### Where the registers sit

Scale: 6 px per um. Other sequential cells in the stronger gray, the rest of the logic in the fainter gray.
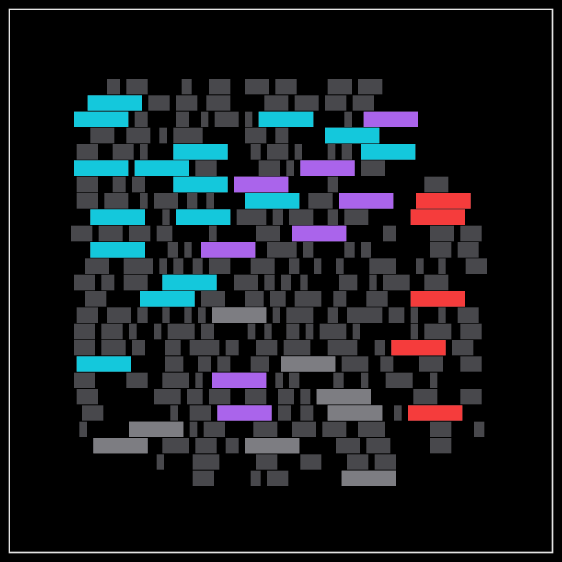
### Metal 3

Scale: 4 px per um.
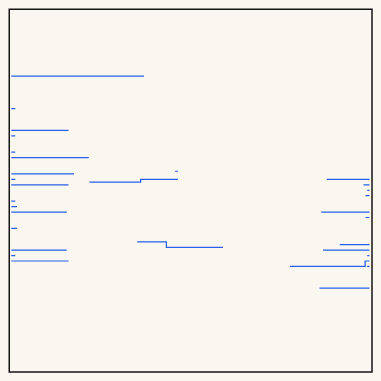
### Cells colored by class

Scale: 3 px per um.
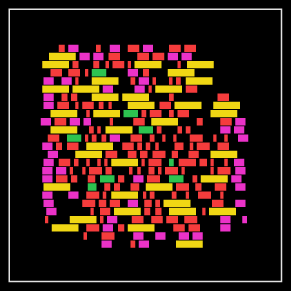
### Wiring by layer

Scale: 4 px per um. Two of the layers only.
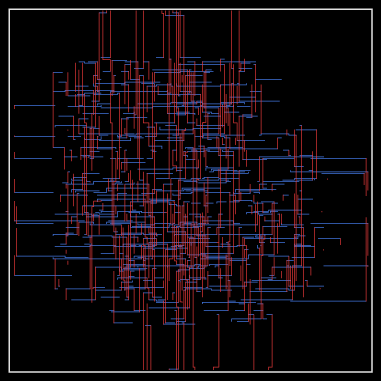
## src/rtl/bnn_pkg.sv

```systemverilog
// Shared types and default sizing for the BNN sequencer slice.
package bnn_pkg;

  typedef enum logic [1:0] {
    LOAD   = 2'd0,
    HIDDEN = 2'd1,
    OUTPUT = 2'd2,
    DONE   = 2'd3
  } bnn_state_t;

  localparam int BNN_N_IN    = 16;
  localparam int BNN_N_HID   = 8;
  localparam int BNN_N_OUT   = 4;
  localparam int BNN_PCW     = 5;
  localparam int BNN_HID_THR = 8;

  // Index width that never collapses to zero bits for tiny counts.
  function automatic int clog2_min1(input int v);
    return (v <= 2) ? 1 : $clog2(v);
  endfunction

  function automatic int max_int(input int a, input int b);
    return (a > b) ? a : b;
  endfunction

endpackage

```

## src/rtl/bnn_seq_ctrl_if.sv

```systemverilog
// Pin-side byte stream, datapath request/ack and result bundle.
//
// Handshakes: a feature byte transfers on a clock edge where in_valid and
// in_ready are both high. A datapath request holds dp_req, dp_layer, dp_idx
// and dp_vec stable until the edge where dp_ack is high; that edge consumes
// dp_sum and completes the neuron. dp_ack with dp_req low is ignored.
interface bnn_seq_ctrl_if
  import bnn_pkg::*;
#(
  parameter int N_IN  = BNN_N_IN,
  parameter int N_HID = BNN_N_HID,
  parameter int N_OUT = BNN_N_OUT,
  parameter int PCW   = BNN_PCW
);
  localparam int IDXW = clog2_min1(max_int(N_HID, N_OUT));
  localparam int CLSW = clog2_min1(N_OUT);

  logic            in_valid;
  logic [7:0]      in_data;
  logic            in_ready;
  logic            dp_req;
  logic            dp_layer;
  logic [IDXW-1:0] dp_idx;
  logic [N_IN-1:0] dp_vec;
  logic            dp_ack;
  logic [PCW-1:0]  dp_sum;
  logic            busy;
  logic            res_valid;
  logic [CLSW-1:0] res_class;
  logic [PCW-1:0]  res_score;

  // Sequencer side.
  modport master (
    input  in_valid, in_data, dp_ack, dp_sum,
    output in_ready, dp_req, dp_layer, dp_idx, dp_vec,
           busy, res_valid, res_class, res_score
  );

  // Pins / datapath side.
  modport slave (
    output in_valid, in_data, dp_ack, dp_sum,
    input  in_ready, dp_req, dp_layer, dp_idx, dp_vec,
           busy, res_valid, res_class, res_score
  );

endinterface

```

## src/rtl/bnn_argmax.sv

```systemverilog
// Running maximum with index; strict-greater update keeps the lowest index on ties.
module bnn_argmax #(
  parameter int PCW  = 5,
  parameter int CLSW = 2
) (
  input  logic            clk,
  input  logic            rst_n,
  input  logic            clr,
  input  logic            upd,
  input  logic            first,
  input  logic [CLSW-1:0] idx,
  input  logic [PCW-1:0]  sum,
  output logic [PCW-1:0]  best,
  output logic [CLSW-1:0] bidx
);

  // First candidate always loads; later ones only when strictly larger.
  always_ff @(posedge clk or negedge rst_n) begin
    if (!rst_n) begin
      best <= '0;
      bidx <= '0;
    end else if (clr) begin
      best <= '0;
      bidx <= '0;
    end else if (upd && (first || (sum > best))) begin
      best <= sum;
      bidx <= idx;
    end
  end

endmodule

```

## src/rtl/bnn_seq_ctrl.sv

```systemverilog
// Sequencer: byte load, hidden-layer sweep, output-layer sweep with argmax, result hold.
module bnn_seq_ctrl
  import bnn_pkg::*;
#(
  parameter int N_IN    = BNN_N_IN,
  parameter int N_HID   = BNN_N_HID,
  parameter int N_OUT   = BNN_N_OUT,
  parameter int PCW     = BNN_PCW,
  parameter int HID_THR = BNN_HID_THR
) (
  input  logic         clk,
  input  logic         rst_n,
  input  logic         clr,
  bnn_seq_ctrl_if.master bus,
  output bnn_state_t   dbg_state
);

  localparam int NBYTES = N_IN / 8;
  localparam int BCW    = clog2_min1(NBYTES);
  localparam int IDXW   = clog2_min1(max_int(N_HID, N_OUT));
  localparam int CLSW   = clog2_min1(N_OUT);

  bnn_state_t      state;
  logic [BCW-1:0]  byte_cnt;
  logic [IDXW-1:0] idx;
  logic [N_IN-1:0] vec;
  logic [N_HID-1:0] hid;
  logic            out_upd;

  assign out_upd = (state == OUTPUT) && bus.dp_ack;

  // Sequencing FSM; clr overrides everything but leaves vec/hid/result intact.
  always_ff @(posedge clk or negedge rst_n) begin
    if (!rst_n) begin
      state    <= LOAD;
      byte_cnt <= '0;
      idx      <= '0;
      vec      <= '0;
      hid      <= '0;
    end else if (clr) begin
      state    <= LOAD;
      byte_cnt <= '0;
      idx      <= '0;
    end else begin
      case (state)
        LOAD: begin
          if (bus.in_valid) begin
            vec[{byte_cnt, 3'b000} +: 8] <= bus.in_data;
            if (byte_cnt == BCW'(NBYTES - 1)) begin
              byte_cnt <= '0;
              idx      <= '0;
              state    <= HIDDEN;
            end else begin
              byte_cnt <= byte_cnt + 1'b1;
            end
          end
        end
        HIDDEN: begin
          if (bus.dp_ack) begin
            hid[idx] <= (bus.dp_sum >= PCW'(HID_THR));
            if (idx == IDXW'(N_HID - 1)) begin
              idx   <= '0;
              state <= OUTPUT;
            end else begin
              idx <= idx + 1'b1;
            end
          end
        end
        OUTPUT: begin
          if (bus.dp_ack) begin
            if (idx == IDXW'(N_OUT - 1)) begin
              idx   <= '0;
              state <= DONE;
            end else begin
              idx <= idx + 1'b1;
            end
          end
        end
        DONE: begin
          // A byte here is byte 0 of the next frame.
          if (bus.in_valid) begin
            vec[7:0] <= bus.in_data;
            if (NBYTES == 1) begin
              byte_cnt <= '0;
              idx      <= '0;
              state    <= HIDDEN;
            end else begin
              byte_cnt <= BCW'(1);
              state    <= LOAD;
            end
          end
        end
        default: state <= LOAD;
      endcase
    end
  end

  // Result registers persist across clr, so the argmax clear is unused here.
  bnn_argmax #(
    .PCW  (PCW),
    .CLSW (CLSW)
  ) u_argmax (
    .clk   (clk),
    .rst_n (rst_n),
    .clr   (1'b0),
    .upd   (out_upd),
    .first (idx == '0),
    .idx   (idx[CLSW-1:0]),
    .sum   (bus.dp_sum),
    .best  (bus.res_score),
    .bidx  (bus.res_class)
  );

  // Outputs decoded from state and held registers only.
  assign bus.in_ready  = (state == LOAD) || (state == DONE);
  assign bus.dp_req    = (state == HIDDEN) || (state == OUTPUT);
  assign bus.busy      = (state == HIDDEN) || (state == OUTPUT);
  assign bus.dp_layer  = (state == OUTPUT);
  assign bus.dp_idx    = idx;
  assign bus.dp_vec    = (state == OUTPUT) ? N_IN'(hid) : vec;
  assign bus.res_valid = (state == DONE);
  assign dbg_state     = state;

endmodule

```

## src/flat_wrapper.sv

```systemverilog
// flat-port wrapper written by rule: the top's interface ports become plain ports
module bnn_seq_ctrl_flat import bnn_pkg::*;
#(
  parameter int N_IN    = BNN_N_IN,
  parameter int N_HID   = BNN_N_HID,
  parameter int N_OUT   = BNN_N_OUT,
  parameter int PCW     = BNN_PCW,
  parameter int HID_THR = BNN_HID_THR
)
  (clk, rst_n, clr, dbg_state, bus_in_valid, bus_in_data, bus_dp_ack, bus_dp_sum, bus_in_ready, bus_dp_req, bus_dp_layer, bus_dp_idx, bus_dp_vec, bus_busy, bus_res_valid, bus_res_class, bus_res_score);
  bnn_seq_ctrl_if #(.N_IN(N_IN), .N_HID(N_HID), .N_OUT(N_OUT), .PCW(PCW)) bus_i ();
  input  logic clk;
  input  logic rst_n;
  input  logic clr;
  output bnn_state_t dbg_state;
  input wire logic [$bits(bus_i.in_valid)-1:0] bus_in_valid;
  input wire logic [$bits(bus_i.in_data)-1:0] bus_in_data;
  input wire logic [$bits(bus_i.dp_ack)-1:0] bus_dp_ack;
  input wire logic [$bits(bus_i.dp_sum)-1:0] bus_dp_sum;
  output wire logic [$bits(bus_i.in_ready)-1:0] bus_in_ready;
  output wire logic [$bits(bus_i.dp_req)-1:0] bus_dp_req;
  output wire logic [$bits(bus_i.dp_layer)-1:0] bus_dp_layer;
  output wire logic [$bits(bus_i.dp_idx)-1:0] bus_dp_idx;
  output wire logic [$bits(bus_i.dp_vec)-1:0] bus_dp_vec;
  output wire logic [$bits(bus_i.busy)-1:0] bus_busy;
  output wire logic [$bits(bus_i.res_valid)-1:0] bus_res_valid;
  output wire logic [$bits(bus_i.res_class)-1:0] bus_res_class;
  output wire logic [$bits(bus_i.res_score)-1:0] bus_res_score;
  assign bus_i.in_valid = bus_in_valid;
  assign bus_i.in_data = bus_in_data;
  assign bus_i.dp_ack = bus_dp_ack;
  assign bus_i.dp_sum = bus_dp_sum;
  assign bus_in_ready = bus_i.in_ready;
  assign bus_dp_req = bus_i.dp_req;
  assign bus_dp_layer = bus_i.dp_layer;
  assign bus_dp_idx = bus_i.dp_idx;
  assign bus_dp_vec = bus_i.dp_vec;
  assign bus_busy = bus_i.busy;
  assign bus_res_valid = bus_i.res_valid;
  assign bus_res_class = bus_i.res_class;
  assign bus_res_score = bus_i.res_score;
  bnn_seq_ctrl #(.N_IN(N_IN), .N_HID(N_HID), .N_OUT(N_OUT), .PCW(PCW), .HID_THR(HID_THR)) u_core (.clk(clk), .rst_n(rst_n), .clr(clr), .bus(bus_i), .dbg_state(dbg_state));
endmodule
```

## config.mk

```make
export PLATFORM = sky130hd
export DESIGN_NAME = bnn_seq_ctrl_flat
export DESIGN_NICKNAME = d
export VERILOG_FILES = /design/src/rtl/bnn_pkg.sv /design/src/rtl/bnn_seq_ctrl_if.sv /design/src/rtl/bnn_argmax.sv /design/src/rtl/bnn_seq_ctrl.sv /design/src/flat_wrapper.sv
export SDC_FILE = /design/constraint.sdc
export NUM_CORES = 1
export LEC_CHECK = 0
export CAP_MARGIN = 20
export CELL_PAD_IN_SITES_DETAIL_PLACEMENT = 1
export CELL_PAD_IN_SITES_GLOBAL_PLACEMENT = 1
export CORE_MARGIN = 10
export CORE_UTILIZATION = 41
export CTS_CLUSTER_DIAMETER = 80
export CTS_CLUSTER_SIZE = 8
export DETAILED_ROUTE_END_ITERATION = 8
export PLACE_DENSITY = 0.88
export SLEW_MARGIN = 20
export SYNTH_ARGS = -nofsm -noshare
export SYNTH_HDL_FRONTEND = slang
export SYNTH_SLANG_ARGS = --single-unit
```

## constraint.sdc

```tcl
create_clock -name clk -period 4.01 [get_ports clk]
set_input_delay 0.401 -clock clk [delete_from_list [all_inputs] [get_ports clk]]
set_output_delay 0.401 -clock clk [all_outputs]
set_load 0.03 [all_outputs]
```

==> results.ini <==
[run_status]
status=completed

[logic_synthesis]
ys_types=30
synth_area_um2=2030
ys_ff=37
ys_async_sr_fraction=1.00
synth-main-ff-cell=dfrtp_1
ys_seq_frac=0.457
top_cell=dfrtp_1
largest_area_cell=dfrtp_1
syn-num-nets=221
yosys_cells=188
topCellsByArea=dfrtp_1 46%, mux2_2 17%, ha_1 9.3%, nand2_1 3.9%, nor2b_1 3.1%
synth_cells=188
synth_top_area_share=0.457
yosys-top-cells-count=37 x dfrtp_1, 31 x mux2_2, 21 x nand2_1

[power_and_ir_drop]
vdd_drop_max_uv=483
power.switching_uw=950
p_sw_frac=0.445
p_int_mw=1.19
totalPowerFinal_mw=2.14
power_frac_seq=0.276
power.group.top=combinational logic
p_leak_nw=1.20
clkPwrFrac=0.132
clock_power_uw=281

[timing]
max_freq_mhz=324
hold_viol=0
rsz0062_at_grt=false
finalSetupViolCount=0
fin_crit_sh=0.769
period_needed_ns=3.08
worst_slew_pin_slew_ns=0.922
maxSlewHeadroom=0.385
fin_skew_ns=0.00583
finalMaxSlewViolations=0

[worst_setup_path]
startpoint=u_core.dbg_state[0]$_DFFE_PN0P_
critPathCapture=bus_dp_vec[1]
slowest_delay_ns=0.78
r2r_end=u_core.bus.dp_idx[0]$_DFFE_PN0P_
path_buffers=2
worstPathMaxFanout=23
cp.required_ns=3.61
worstPathArrival_ns=2.68
critical_path_depth=4
r2r-start=u_core.dbg_state[0]$_DFFE_PN0P_
reg2reg_slack_ns=1.53
slowest_stage=ha_1

[placement]
place_area_um2=2570
dp.cells=298
place_congestion=0.739
io_buffers=50

[route]
vias_per_cell=5.11
wl_met2_mm=2.86
routed.top_layer=met4
wl_met3_um=265
wl_met1_mm=2.22
antenna_left=0
drc=0

[final_layout]
reg_top3=u_core.vec (16), u_core.hid (8), u_core.u_argmax.best (5)
clk_share=0.0360
stdcell_count=307
fillerInstances=539
final_common_cell=clkdlybuf4s50_1
largestClassByArea=combinational gates
layout_top_cells=49 x clkdlybuf4s50_1, 37 x dfrtp_1, 31 x mux2_2, 21 x nand2_1, 15 x ha_1
comb_cells=130
final_nets=272
antennaDiodeCount=0

[clock_tree]
ctsResizeCount=0
h-tree-depth=2

[die]
taps=67
fp.dieH_um=90.3
ios=51
die-area_um2=8150

[global_routing]
grt_max_degree=38
overflow=0
antenna_found_initial=0
busiest_layer=met2

Back to the opening pictures, 'Where the registers sit':
color	netlist name	flops
cyan	u_core.vec	16
red	u_core.u_argmax.best	5
purple	u_core.hid	8
Seq/total area: 0.346
Flop area: 926 um2
Util after Layout: 0.563
Seq power: 589 uW

Back to the opening pictures, 'Metal 3':
wire length on this layer	265 um
nets with wire on the layer	29
longest straight run	32.9 um
detailed-route wire length: 5.37 mm
met3 usage: 0.0457
via count: 1569

Back to the opening pictures, 'Cells colored by class':
color	class	cells
yellow	sequential cells	37
magenta	remaining buffers and delay cells	51
red	combinational and other logic	144
green	clock drivers and dummy loads	8
row cnt: 25
core area: 4750 um2

Back to the opening pictures, 'Wiring by layer':
color	layer	wire length
red	metal 2	2860 um
blue	metal 1	2220 um
Routed WL per cell: 17.5 um
All-Layer GR Usage: 0.134

Power figures rest on the tool's default switching activity, not on a simulated workload.
